### Cells by drive strength, run 1

(8 px per um)
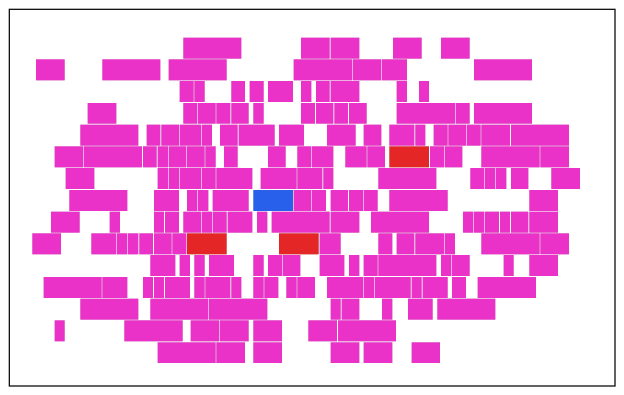
### Cell outlines without signal wires, run 1

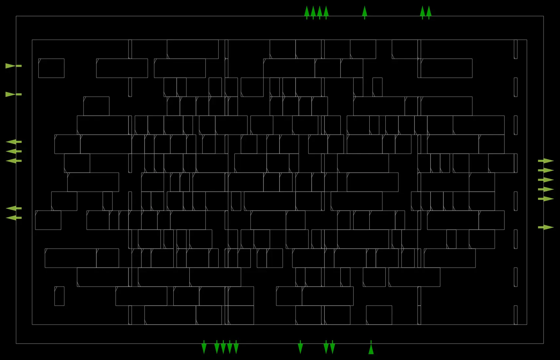
### Pin map, run 1

(8 px per um) Pins as bars across the die edge, other pins in grey.
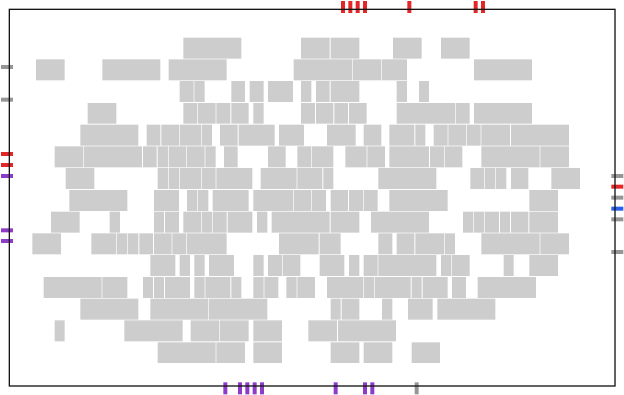
File: src/rtl/vga_timing_pkg.sv
// Shared types and constants for the parametrised VGA raster timing generator.
// The mode records let a top level choose a standard timing with a single constant.
package vga_timing_pkg;

    typedef struct packed {
        int   h_active;
        int   h_fp;
        int   h_sync;
        int   h_bp;
        int   v_active;
        int   v_fp;
        int   v_sync;
        int   v_bp;
        logic hs_pol;
        logic vs_pol;
    } vga_mode_t;

    localparam vga_mode_t MODE_640x480_60 = '{h_active: 640, h_fp: 16, h_sync: 96, h_bp: 48,
                                               v_active: 480, v_fp: 10, v_sync: 2, v_bp: 33,
                                               hs_pol: 1'b0, vs_pol: 1'b0};
    localparam vga_mode_t MODE_800x600_60 = '{h_active: 800, h_fp: 40, h_sync: 128, h_bp: 88,
                                               v_active: 600, v_fp: 1, v_sync: 4, v_bp: 23,
                                               hs_pol: 1'b1, vs_pol: 1'b1};
    localparam vga_mode_t MODE_1024x768_60 = '{h_active: 1024, h_fp: 24, h_sync: 136, h_bp: 160,
                                                v_active: 768, v_fp: 3, v_sync: 6, v_bp: 29,
                                                hs_pol: 1'b0, vs_pol: 1'b0};

    // All-zero is the inactive decode, so flushing a stage means clearing it.
    typedef struct packed {
        logic de;
        logic hs_act;
        logic vs_act;
        logic ls;
        logic fs;
    } vga_decode_t;

    localparam int DECODE_W = $bits(vga_decode_t);

    // Bits needed for a counter that runs 0 .. total-1.
    function automatic int count_width(input int total);
        return (total <= 1) ? 1 : $clog2(total);
    endfunction

endpackage

File: src/rtl/vga_timing_gen_if.sv
// Pixel-domain bundle between the timing generator and the readout/colour pipeline.
interface vga_timing_gen_if #(
    parameter int X_W = 11,
    parameter int Y_W = 10
);
    logic           ce;
    logic [X_W-1:0] countX;
    logic [Y_W-1:0] countY;
    logic           HS;
    logic           VS;
    logic           DE;
    logic           line_start;
    logic           frame_start;

    modport master (
        input  ce,
        output countX, countY, HS, VS, DE, line_start, frame_start
    );

    modport slave (
        output ce,
        input  countX, countY, HS, VS, DE, line_start, frame_start
    );
endinterface

File: src/rtl/vga_delay_line.sv
// Pixel-enable qualified shift register; DEPTH=0 degenerates to a plain wire.
module vga_delay_line #(
    parameter int WIDTH = 5,
    parameter int DEPTH = 0
) (
    input  logic             clk,
    input  logic             rst,
    input  logic             ce,
    input  logic [WIDTH-1:0] din,
    output logic [WIDTH-1:0] dout
);

    generate
        if (DEPTH == 0) begin : g_wire
            logic unused_ctrl;
            assign unused_ctrl = ^{clk, rst, ce};
            assign dout = din;
        end else begin : g_shift
            logic [WIDTH-1:0] stages [DEPTH];

            always_ff @(posedge clk) begin
                if (rst) begin
                    for (int i = 0; i < DEPTH; i++) stages[i] <= '0;
                end else if (ce) begin
                    stages[0] <= din;
                    for (int i = 1; i < DEPTH; i++) stages[i] <= stages[i-1];
                end
            end

            assign dout = stages[DEPTH-1];
        end
    endgenerate

endmodule

File: src/rtl/vga_timing_gen.sv
// Parametrised VGA raster generator: position counters, registered sync/DE decode,
// an optional alignment delay and single-clock line/frame strobes.
module vga_timing_gen
    import vga_timing_pkg::*;
#(
    parameter int H_ACTIVE = MODE_1024x768_60.h_active,
    parameter int H_FP     = MODE_1024x768_60.h_fp,
    parameter int H_SYNC   = MODE_1024x768_60.h_sync,
    parameter int H_BP     = MODE_1024x768_60.h_bp,
    parameter int V_ACTIVE = MODE_1024x768_60.v_active,
    parameter int V_FP     = MODE_1024x768_60.v_fp,
    parameter int V_SYNC   = MODE_1024x768_60.v_sync,
    parameter int V_BP     = MODE_1024x768_60.v_bp,
    parameter int HS_POL   = 0,
    parameter int VS_POL   = 0,
    parameter int X_W      = 11,
    parameter int Y_W      = 10,
    parameter int PIPE_DLY = 0
) (
    input  logic             clk,
    input  logic             rst,
    vga_timing_gen_if.master vga
);

    localparam int H_TOTAL = H_ACTIVE + H_FP + H_SYNC + H_BP;
    localparam int V_TOTAL = V_ACTIVE + V_FP + V_SYNC + V_BP;

    generate
        if (H_ACTIVE < 1 || H_FP < 1 || H_SYNC < 1 || H_BP < 1 ||
            V_ACTIVE < 1 || V_FP < 1 || V_SYNC < 1 || V_BP < 1) begin : g_bad_timing
            $fatal(1, "vga_timing_gen: every timing field must be at least 1");
        end
        if (X_W < count_width(H_TOTAL) || Y_W < count_width(V_TOTAL)) begin : g_bad_width
            $fatal(1, "vga_timing_gen: X_W/Y_W too narrow for the raster totals");
        end
        if (PIPE_DLY < 0 || PIPE_DLY > 15) begin : g_bad_delay
            $fatal(1, "vga_timing_gen: PIPE_DLY must lie in 0..15");
        end
    endgenerate

    localparam logic [X_W-1:0] X_LAST   = X_W'(H_TOTAL - 1);
    localparam logic [X_W-1:0] X_ACTIVE = X_W'(H_ACTIVE);
    localparam logic [X_W-1:0] HS_BEGIN = X_W'(H_ACTIVE + H_FP);
    localparam logic [X_W-1:0] HS_END   = X_W'(H_ACTIVE + H_FP + H_SYNC);
    localparam logic [Y_W-1:0] Y_LAST   = Y_W'(V_TOTAL - 1);
    localparam logic [Y_W-1:0] Y_ACTIVE = Y_W'(V_ACTIVE);
    localparam logic [Y_W-1:0] VS_BEGIN = Y_W'(V_ACTIVE + V_FP);
    localparam logic [Y_W-1:0] VS_END   = Y_W'(V_ACTIVE + V_FP + V_SYNC);
    localparam logic           HS_ON    = 1'(HS_POL);
    localparam logic           VS_ON    = 1'(VS_POL);

    logic [X_W-1:0] countX;
    logic [Y_W-1:0] countY;
    vga_decode_t    decNow;
    vga_decode_t    decReg;
    vga_decode_t    decOut;
    logic           loadedLast;

    always_comb begin
        decNow        = '0;
        decNow.de     = (countX < X_ACTIVE) && (countY < Y_ACTIVE);
        decNow.hs_act = (countX >= HS_BEGIN) && (countX < HS_END);
        decNow.vs_act = (countY >= VS_BEGIN) && (countY < VS_END);
        decNow.ls     = (countX == '0);
        decNow.fs     = (countX == '0) && (countY == '0);
    end

    // loadedLast marks the clk right after a ce edge; it gates the strobes to one clk.
    always_ff @(posedge clk) begin
        if (rst) begin
            countX     <= '0;
            countY     <= '0;
            decReg     <= '0;
            loadedLast <= 1'b0;
        end else begin
            loadedLast <= vga.ce;
            if (vga.ce) begin
                decReg <= decNow;
                if (countX == X_LAST) begin
                    countX <= '0;
                    countY <= (countY == Y_LAST) ? '0 : countY + Y_W'(1);
                end else begin
                    countX <= countX + X_W'(1);
                end
            end
        end
    end

    vga_delay_line #(
        .WIDTH(DECODE_W),
        .DEPTH(PIPE_DLY)
    ) u_delay (
        .clk (clk),
        .rst (rst),
        .ce  (vga.ce),
        .din (decReg),
        .dout(decOut)
    );

    assign vga.countX      = countX;
    assign vga.countY      = countY;
    assign vga.HS          = decOut.hs_act ? HS_ON : ~HS_ON;
    assign vga.VS          = decOut.vs_act ? VS_ON : ~VS_ON;
    assign vga.DE          = decOut.de;
    assign vga.line_start  = decOut.ls & loadedLast;
    assign vga.frame_start = decOut.fs & loadedLast;

endmodule

File: src/flat_wrapper.sv
// flat-port wrapper written by rule: the top's interface ports become plain ports
module vga_timing_gen_flat import vga_timing_pkg::*;
#(
    parameter int H_ACTIVE = MODE_1024x768_60.h_active,
    parameter int H_FP     = MODE_1024x768_60.h_fp,
    parameter int H_SYNC   = MODE_1024x768_60.h_sync,
    parameter int H_BP     = MODE_1024x768_60.h_bp,
    parameter int V_ACTIVE = MODE_1024x768_60.v_active,
    parameter int V_FP     = MODE_1024x768_60.v_fp,
    parameter int V_SYNC   = MODE_1024x768_60.v_sync,
    parameter int V_BP     = MODE_1024x768_60.v_bp,
    parameter int HS_POL   = 0,
    parameter int VS_POL   = 0,
    parameter int X_W      = 11,
    parameter int Y_W      = 10,
    parameter int PIPE_DLY = 0
)
  (clk, rst, vga_ce, vga_countX, vga_countY, vga_HS, vga_VS, vga_DE, vga_line_start, vga_frame_start);
  vga_timing_gen_if #(.X_W(X_W), .Y_W(Y_W)) vga_i ();
  input  logic clk;
  input  logic rst;
  input wire logic [$bits(vga_i.ce)-1:0] vga_ce;
  output wire logic [$bits(vga_i.countX)-1:0] vga_countX;
  output wire logic [$bits(vga_i.countY)-1:0] vga_countY;
  output wire logic [$bits(vga_i.HS)-1:0] vga_HS;
  output wire logic [$bits(vga_i.VS)-1:0] vga_VS;
  output wire logic [$bits(vga_i.DE)-1:0] vga_DE;
  output wire logic [$bits(vga_i.line_start)-1:0] vga_line_start;
  output wire logic [$bits(vga_i.frame_start)-1:0] vga_frame_start;
  assign vga_i.ce = vga_ce;
  assign vga_countX = vga_i.countX;
  assign vga_countY = vga_i.countY;
  assign vga_HS = vga_i.HS;
  assign vga_VS = vga_i.VS;
  assign vga_DE = vga_i.DE;
  assign vga_line_start = vga_i.line_start;
  assign vga_frame_start = vga_i.frame_start;
  vga_timing_gen #(.H_ACTIVE(H_ACTIVE), .H_FP(H_FP), .H_SYNC(H_SYNC), .H_BP(H_BP), .V_ACTIVE(V_ACTIVE), .V_FP(V_FP), .V_SYNC(V_SYNC), .V_BP(V_BP), .HS_POL(HS_POL), .VS_POL(VS_POL), .X_W(X_W), .Y_W(Y_W), .PIPE_DLY(PIPE_DLY)) u_core (.clk(clk), .rst(rst), .vga(vga_i));
endmodule
File: config.mk
export PLATFORM = sky130hd
export DESIGN_NAME = vga_timing_gen_flat
export DESIGN_NICKNAME = d
export VERILOG_FILES = /design/src/rtl/vga_timing_pkg.sv /design/src/rtl/vga_timing_gen_if.sv /design/src/rtl/vga_delay_line.sv /design/src/rtl/vga_timing_gen.sv /design/src/flat_wrapper.sv
export SDC_FILE = /design/constraint.sdc
export NUM_CORES = 1
export LEC_CHECK = 0
export CORE_ASPECT_RATIO = 0.6
export CORE_MARGIN = 2
export CORE_UTILIZATION = 43
export DETAILED_ROUTE_END_ITERATION = 10
export PLACE_DENSITY = 0.69
export SYNTH_ARGS = -nofsm -noshare
export SYNTH_HDL_FRONTEND = slang
export SYNTH_SLANG_ARGS = --single-unit
File: constraint.sdc
create_clock -name clk -period 4.63 [get_ports clk]
set_clock_uncertainty 0.05 [all_clocks]
set_input_delay 0.6945 -clock clk [delete_from_list [all_inputs] [get_ports clk]]
set_output_delay 0.6945 -clock clk [all_outputs]
set_load 0.005 [all_outputs]
==> design notes, run 1 <==
The layout summary lists the proportion of cells stronger than drive strength 1 as 2.14%. The sequential power reported by the tool is 0.241 mW. After synthesis, the chip area reported by Yosys is 0.00132 sq mm. The inverter count is 11, and the final count of pins violating max slew is 0.

The tools report the global-route wire length before repair as 4.94 mm. The total of flip-flops plus latches after synthesis works out to 27. For the worst reg-to-reg path, the startpoint reported by OpenROAD is u_core.vga.countX[0]. The clock network area share works out to 2.68%. Looking at the post-CTS report, the setup buffer insertion count equals 0.

The logs give 0 for the reported max-cap violation count and 4 for the detailed-routing iteration count for the pre-antenna-repair pass. The logs give 0 for the total global routing overflow and 0.774 for the final RePlAce weighted congestion. The run gives 40.9% for the share of the synthesized area in the top cell type. The hold path endpoint is u_core.decReg[3]. STA classifies the critical path endpoint as a flip-flop. Summed over the clock group, the power is 0.132 mW. For the worst reg-to-reg path, the endpoint reported by OpenROAD is u_core.vga.countY[3]. For this design the ratio of total power to cell area is 238 mW/mm^2.

The number of antenna violations at the first check in global routing was 0; the OpenROAD warning count was 30. The worst setup path is launched from an input pin. Dividing the detail-routed wire length by the instance count gives 13.5 um. Across the whole layout, multi-input logic makes up 42.8% of the cell area. The run gives 1 for the number of buffers and inverters on the critical path. The tools report the total half-perimeter wirelength after legalization and detailed placement as 2.33 mm. The die covers 0.00354 sq mm. Counting the buffers created by CTS gives 3. For the pin with the worst max-slew slack, the measured transition is 0.518 ns.

The flow reports power dissipated in combinational cells as 0.0258 mW. The run gives 0 for the number of warning messages in the yosys log. For the worst-skew pair, the clock arrives at the later sink with an insertion delay of 0.27 ns. The script computed the net switching share of total power as 21.8%.

The synthesized netlist contains 25 unique library cells. The critical path's slowest stage uses the library cell clkdlybuf4s50_1. The maximum achievable frequency came out at 0.348 GHz.

In the layout the commonest cells are 28 x clkdlybuf4s50_1, 27 x dfxtp_1, 21 x nor2_1. The run gives 2.27% for the post-synthesis mux area share. The mapped netlist covers 0.00132 sq mm.

The run finished with clean final reports. The time the final worst path needs with I/O delays and setup was 2.87 ns; the wire length on met2 was 1.28 mm. The longest individual stage delay on the worst path was 0.72 ns; the core utilization at floorplan was 45.7%. Setup repair after global routing left no endpoint under its margin. For the cell area after placement, the log shows 0.00163 sq mm. The launch point of the worst min-delay path is recorded as u_core.decReg[3].

The worst voltage drop across the vdd grid is 0.123 mV, and the number of buffer cells added on primary ports is 28. Core outline area: 0.00289 sq mm. The run gives 27 as the number of sinks driven by the clock tree. The post-synthesis share of cell area spent on and-or and or-and gates was 8.44%. Dominant non-sequential cell family after synthesis: simple AND/OR/NAND/NOR gates. Post-cts hold buffer count: 0. Synthesis produced a netlist whose cell count is 160. The total number of cells along the worst setup path was 5; the relative max-transition margin was 65.4%. The detailed-route via count was 1214; the final total power was 0.399 mW.

The switching power was 0.0871 mW; the internal power component was 0.312 mW. The library cell used most frequently in the layout, excluding fill and tap cells, is clkdlybuf4s50_1. With the worst hold margin at 0.421 ns, the multi-input combinational cell count is 117. Counting endpoints that fail hold in the final report gives 0. For this design the top-level I/O count stands at 29. The tools report the final setup violation count as 0. The cell taking the most area after synthesis was dfxtp_1. Hold analysis shows the worst path with a depth of 2.
About 'Cells by drive strength':
size	colour	cells
_0 and _1 cells	magenta	183
_3 and _4 cells	blue	1
_6 and larger	red	3
min setup slack post-route: 1.76 ns
area of all placed cells without fillers: 0.00168 sq mm
area growth from synthesis to layout: 27.1%
Buffers excl. clock: 28

About 'Cell outlines without signal wires':
placement row count: 15
number of fillers in the final layout: 264
number of well taps: 42
tally of non-filler cells in the final layout: 229

About 'Pin map':
port	colour	pins	direction	edge
`vga_DE`	blue	1	output	right
`vga_countY`	red	10	output	7 top, 2 left, 1 right
`vga_countX`	purple	11	output	8 bottom, 3 left
die outline height: 46.9 um
horizontal die dimension: 75.5 um

-- run 1: synth_stat cells --
cell,n
or3_1,5
and4_1,3
nor4_1,6
nand2_1,10
nor2_1,21
a21oi_1,13
nand4_1,7
buf_2,1
nor3_1,5
nand3_1,7
nor3b_1,1
or4b_4,1
ha_1,6
o21ai_0,6
dfxtp_1,27
o311ai_0,1
clkbuf_1,4
nand2b_1,4
xnor2_1,10
inv_1,11
xor2_1,2
o21bai_1,1
mux2i_1,3
and2_1,2
or4_1,3
-- run 1: state kept, by name, indices dropped and copies added (netlist names) --
| signal | cells |
|---|---|
| u_core.vga.countX | 11 |
| u_core.vga.countY | 10 |
| u_core.decReg | 5 |
| u_core.loadedLast | 1 |
### Port wiring, run 1

(4 px per um)
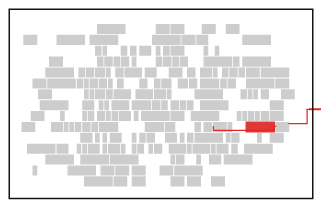

==> run 2: changes to the inputs <==
--- a/config.mk
+++ b/config.mk
@@ -9,7 +9,7 @@
 export CORE_MARGIN = 2
 export CORE_UTILIZATION = 43
 export DETAILED_ROUTE_END_ITERATION = 10
-export PLACE_DENSITY = 0.69
+export PLACE_DENSITY = 0.71
 export SYNTH_ARGS = -nofsm -noshare
 export SYNTH_HDL_FRONTEND = slang
 export SYNTH_SLANG_ARGS = --single-unit
==> constraint.sdc (replaced) <==
create_clock -name clk -period 2.4 [get_ports clk]
set_clock_uncertainty 0.05 [all_clocks]
set_input_delay 0.36 -clock clk [delete_from_list [all_inputs] [get_ports clk]]
set_output_delay 0.36 -clock clk [all_outputs]
set_load 0.005 [all_outputs]
### Port wiring, run 2

(4 px per um)
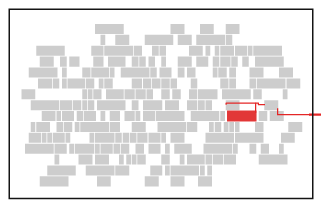
port	colour	direction	end cells	wire
`vga_DE`	red	output	1	22.3 um
Top Ports: 29
number of port buffers: 28

==> run 2 against run 1 <==
- core utilization rose by 2.1 points
- sequential cell count is the same
- power is 95% higher
- critical path depth shrank 1
- critical path type is now reg -> reg
- first-iteration DRC count shrank 17%
- die area did not move
==> design notes, run 2 <==
The run finished with clean final reports. Recorded from the global router log, the overflow total was 0. The run gives 0.00289 sq mm for the core outline area. Hold is met by 0.422 ns. The relative max-transition margin is 75.3%.

The launch point of the worst register-to-register path is recorded as u_core.vga.countX[9]. Maximum achievable frequency: 0.462 GHz. The startpoint of the lowest-slack hold path was u_core.decReg[0]. The netlist area before placement is 0.00132 sq mm. Per the final layout report, the fraction of cells sized above drive strength 1 comes to 6.67%. The slowest cell on the critical path is or4b_4. The layout report gives the multi-input gate share of total cell area as 41.3%. The clock network area share came out at 2.66%. The largest registers in the layout are u_core.vga.countX (11), u_core.vga.countY (10), u_core.decReg (5).

The critical path contains buffers and inverters numbering 0 combined. The total of flip-flops plus latches after synthesis came out at 27. Number of antenna violations at the first check in global routing: 0. Buffers added to address setup during post-CTS repair amount to 0. In this run, power in combinational logic comes to 0.0532 mW. The floorplan step records an initial core utilization of 45.7%. According to the floorplan log, the row count is 15. For this run, the chip area from Yosys synthesis comes to 0.00132 sq mm. In the post-synthesis netlist, the cell with the most instances is dfxtp_1. The top cell type in the final layout, fill and taps aside, is clkdlybuf4s50_1. The run gives 0.00174 sq mm as the post-route cell area. The run gives 0.28 ns for the worst-skew pair later-pin latency. After its last routability iteration, the placer logged a weighted congestion of 0.799. Transition at the pin with the smallest max-transition slack: 0.370 ns. Of all flip-flops after synthesis, the portion carrying an async set or reset was 0%.

The gate count of the mapped netlist was 160. The run gives 0.602 mW for the internal power component. The count of placed standard cells in the final layout, fillers left out is 237. Between the synthesized netlist and the finished layout, the area growth was recorded as 31.8%. The STA report counts the stages on the worst setup path as 4. In the final routed layout, each cell accounts on average for 13.5 um. Max-slew check failures listed in the final report amount to 0. The worst setup path is captured at a flip-flop.

The final timing report lists a hold violation count of 0. The largest register by flop count is u_core.vga.countX. The count of library flops with an enable pin was 0; the number of buffers created by CTS was 3. The total half-perimeter wirelength after legalization and detailed placement was 2.39 mm. Counting instances in the post-synthesis netlist gives the leading cell types as 27 x dfxtp_1, 21 x nor2_1, 13 x a21oi_1. The library cells used most frequently in the layout, excluding fill and tap cells, are 28 x clkdlybuf4s50_1, 27 x dfxtp_1, 21 x nor2_1.

In the final report, the number of endpoints failing setup comes to 0. The sequential power is 0.464 mW. Power comes to 0.778 mW. The run gives 0.176 mW as the switching power. The post-cts hold buffer count was 0. The number of distinct library cells after synthesis was 25; the longest individual stage delay on the worst path was 0.58 ns. After detailed placement, the total cell area comes to 0.00169 sq mm. STA classifies the critical path startpoint as a flip-flop. The run gives 5.16 mm for the global-route wire length before repair. Setup repair after global routing left no endpoint under its margin. The smallest clock period supported by the final layout is computed as 2.16 ns. The flow reports power dissipated in the clock network as 0.261 mW. Multi-input combinational cell count: 117. The slack of the critical path was 0.238 ns; the detailed-route via count was 1244.

For this run, the detailed router's first-pass iteration total came to 5. The commonest register cell after synthesis is dfxtp_1. The tools report the endpoint of the most critical register-to-register path as u_core.vga.countY[8]. OpenROAD warning count: 30.
==> run 2: worst reg2reg max path, delay by kind of cell, from the launching register on <==
kind,cells,cell delay (ns)
flops,1,0.37
simple gates,3,1.50
compound gates,1,0.17
==> run 2: cells by family after synthesis <==
| logic type | synth area share, % |
|---|---|
| AOI/OAI and AO/OA | 8.44 |
| xor gates and xnor gates | 7.96 |
| adders and majority gates | 5.69 |
| buffers and inverters | 4.64 |
| DFF | 40.9 |
| muxes | 2.27 |
| and+or+nand+nor | 30.0 |
==> run 2: metal layers <==
layer / vias up / global-route usage, % / part of all wire (%)
met4: 0 / 4.21 / 1.2
met3: 6 / 5.36 / 5.5
met2: 39 / 28.9 / 40
li1: 628 / - / -
met1: 571 / 29.5 / 53
met5: - / 0 / 0
Power figures rest on the tool's default switching activity, not on a simulated workload.
